### Pin map

Pins as bars across the die edge, other pins in gray.
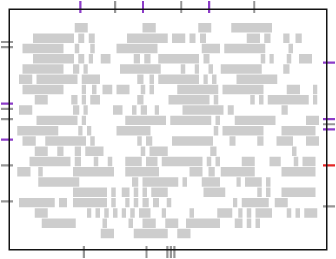
### Sequential cells grouped by signal name

Other sequential cells in the stronger gray, the rest of the logic in the fainter gray.
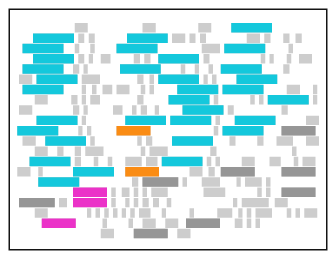
### Clock routing

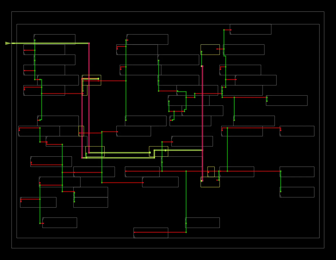
### Clock distribution

Bar = 20 um.
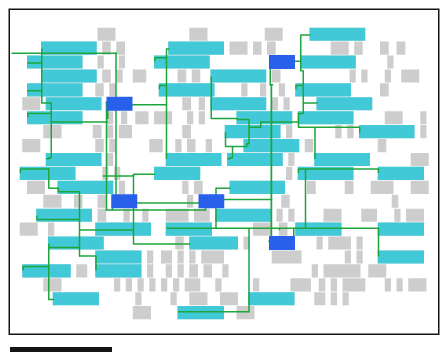
### Routed metal, one color a layer

Bar = 20 um.
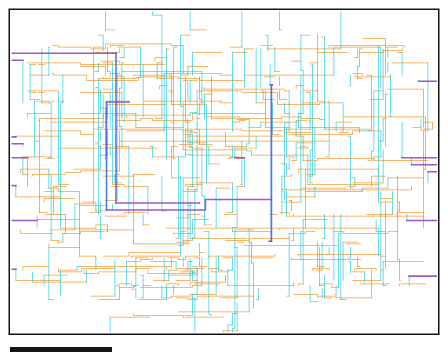
==> config.mk <==
export PLATFORM = sky130hd
export DESIGN_NAME = ft_rx_flat
export DESIGN_NICKNAME = d
export VERILOG_FILES = /design/src/rtl/ft_rx_if.sv /design/src/rtl/ft_rx.sv /design/src/flat_wrapper.sv
export SDC_FILE = /design/constraint.sdc
export NUM_CORES = 1
export LEC_CHECK = 0
export ABC_AREA = 1
export CELL_PAD_IN_SITES_DETAIL_PLACEMENT = 1
export CELL_PAD_IN_SITES_GLOBAL_PLACEMENT = 2
export CORE_ASPECT_RATIO = 0.75
export CORE_UTILIZATION = 38
export CTS_CLUSTER_DIAMETER = 50
export DETAILED_ROUTE_END_ITERATION = 12
export HOLD_SLACK_MARGIN = 0.15
export PLACE_DENSITY_LB_ADDON = 0.1
export SETUP_SLACK_MARGIN = 0.15
export SLEW_MARGIN = 20
export SYNTH_ARGS = -nofsm -noshare
export SYNTH_HDL_FRONTEND = slang
export SYNTH_SLANG_ARGS = --single-unit
==> constraint.sdc <==
create_clock -name clk -period 5.7 [get_ports clk]
set_clock_uncertainty 0.1 [all_clocks]
set_input_delay 1.14 -clock clk [delete_from_list [all_inputs] [get_ports clk]]
set_output_delay 1.14 -clock clk [all_outputs]
set_load 0.005 [all_outputs]
==> impl_metrics.tcl <==
# place-and-route summary
set metrics [dict create \
    post-place-ws_ns 2.08 \
    relSlewSlack 0.311 \
    fin_area_um2 2300 \
    synth_xor_xnor_area_share 0.00923 \
    fin_cells 253 \
    grt_max_degree 19 \
    maxPowerGroup "sequential cells" \
    outcome "completed" \
    io_pins 25 \
    most_common_cell "nor2_1" \
    setup-violations-final 0 \
    tritoncts "yes" \
    topCombFamilyByArea "simple AND/OR/NAND/NOR gates" \
    yosys.area_share.aoi 0.0765 \
    cts_root_buf "clkbuf_8" \
    reg2reg_depth 15 \
    cellLeakagePower_uw 0.000918 \
    drt-wirelength-per-cell_um 15.6 \
    avgSynthCellArea_um2 11.6 \
    fmax_mhz 293 \
    final_common_cell "nor2_1" \
    grtUsageMet2 0.275 \
    synth-edff-count 32 \
    use_met3 0.0393 \
    path_depth 4 \
    place_congestion 0.764 \
    cp_max_fo 18 \
    drt_iter0_drc 50 \
    dpl.cell_count 245 \
    p_int_uw 662 \
    largest_reg_flops 32 \
    start_kind "flop" \
    period_needed_ns 3.41 \
    clk_path_buf_depth 2 \
    ant_nets 0 \
    grt-ovfl-total 0 \
    dp_hpwl_mm 2.85 \
    whs_path_depth 1 \
    cts_resized 0 \
    hold_ws_ns 0.433 \
    antenna_found_initial 0 \
    first_pass_iters 4 \
    core_area_um2 4620 \
    worstPathArrival_ns 2.17 \
    ys_warn_count 0 \
    fp_nets 182 \
    flop_cell "edfxtp_1" \
    wl_met3_um 119 \
    yosysUniqueCellTypes 25 \
    grt_use_met1 0.240 \
    largest_area_cell "edfxtp_1" \
    critPathRequiredTime_ns 4.46 \
    routed-wl-met2_mm 1.80 \
    viasPerCell 4.89 \
    common_cells "38 x nor2_1, 32 x edfxtp_1, 18 x inv_1" \
    grt_pass1_wl_mm 6.96 \
    path_delay_family "flip-flops" \
    synth_stat.cells 164 \
    synth_adder_area_share 0.0369 \
    drv_slew 0 \
    top_layer_used "met4" \
    ys_ff 45 \
    powerDensity_nw_per_um2 446 \
    tightest_slew_ns 1.03 \
    ys_area_um2 1900 \
]
-- 'Pin map' (at the start) --
[red] bus_ready_i | pins: 1 | direction: input | edge: east
[purple] bus_data_o | pins: 8 | direction: output | edge: 3 east, 3 north, 2 west
Port Buf Inserts: 24
Die Wd: 83.6 um
DIE HEIGHT: 63.2 um

-- 'Sequential cells grouped by signal name' (at the start) --
[magenta] u_core.state_q | sequential cells: 3
[orange] u_core.wptr_q | sequential cells: 2
[cyan] u_core.mem_q | sequential cells: 32
not colored: 8
FF+latch area: 1290 um^2
final core occ: 0.496
Seq/total area: 0.561
sequential group power: 450 uW

-- 'Clock routing' (at the start) --
Clock buffer cells: 5
FFs & Latches: 45
CTS sink cnt: 45
Num CTS Buffers: 5
clock latency on the worst-skew pair: 0.30 ns

-- 'Clock distribution' (at the start) --
[cyan] flip-flops | count: 45
[green] clock wires | length: 576 um
[blue] clock-net drivers | count: 5
routed clock nets: 6
P_clk: 188 uW
Clk network pwr share: 0.183

-- 'Routed metal, one color a layer' (at the start) --
[cyan] M2 | wire length: 1800 um
[blue] M4 | wire length: 80.9 um
[orange] M1 | wire length: 1950 um
[purple] M3 | wire length: 119 um
Post-Route WL: 3.95 mm
Total GRT Usage: 0.177

==> area by class of cell <==
| cell class | count | area, um^2 |
|---|---|---|
| clock buffer | 5 | 68.8 |
| clock inverter | 3 | 12.5 |
| timing repair buffer | 28 | 270 |
| tap | 57 | 71.3 |
| multi-input combinational | 94 | 505 |
| sequential | 45 | 1290 |
| inverter | 21 | 78.8 |
| fill | 513 | 2330 |
==> worst reg2reg max path, cell delays in order (launching register included) <==
cell and delay, ns:
dfrtp_1 0.44, nor3_2 0.72, nor2_1 0.17, ha_1 0.33, inv_1 0.06, ha_1 0.13
inv_1 0.04, fa_1 0.38, inv_1 0.06, nand2_1 0.07, nand2_1 0.09, nand2_2 0.06
nand2_4 0.07, nand2_1 0.07, o21ai_2 0.16, nand3_1 0.10
Power is estimated from default activity; no workload was simulated.
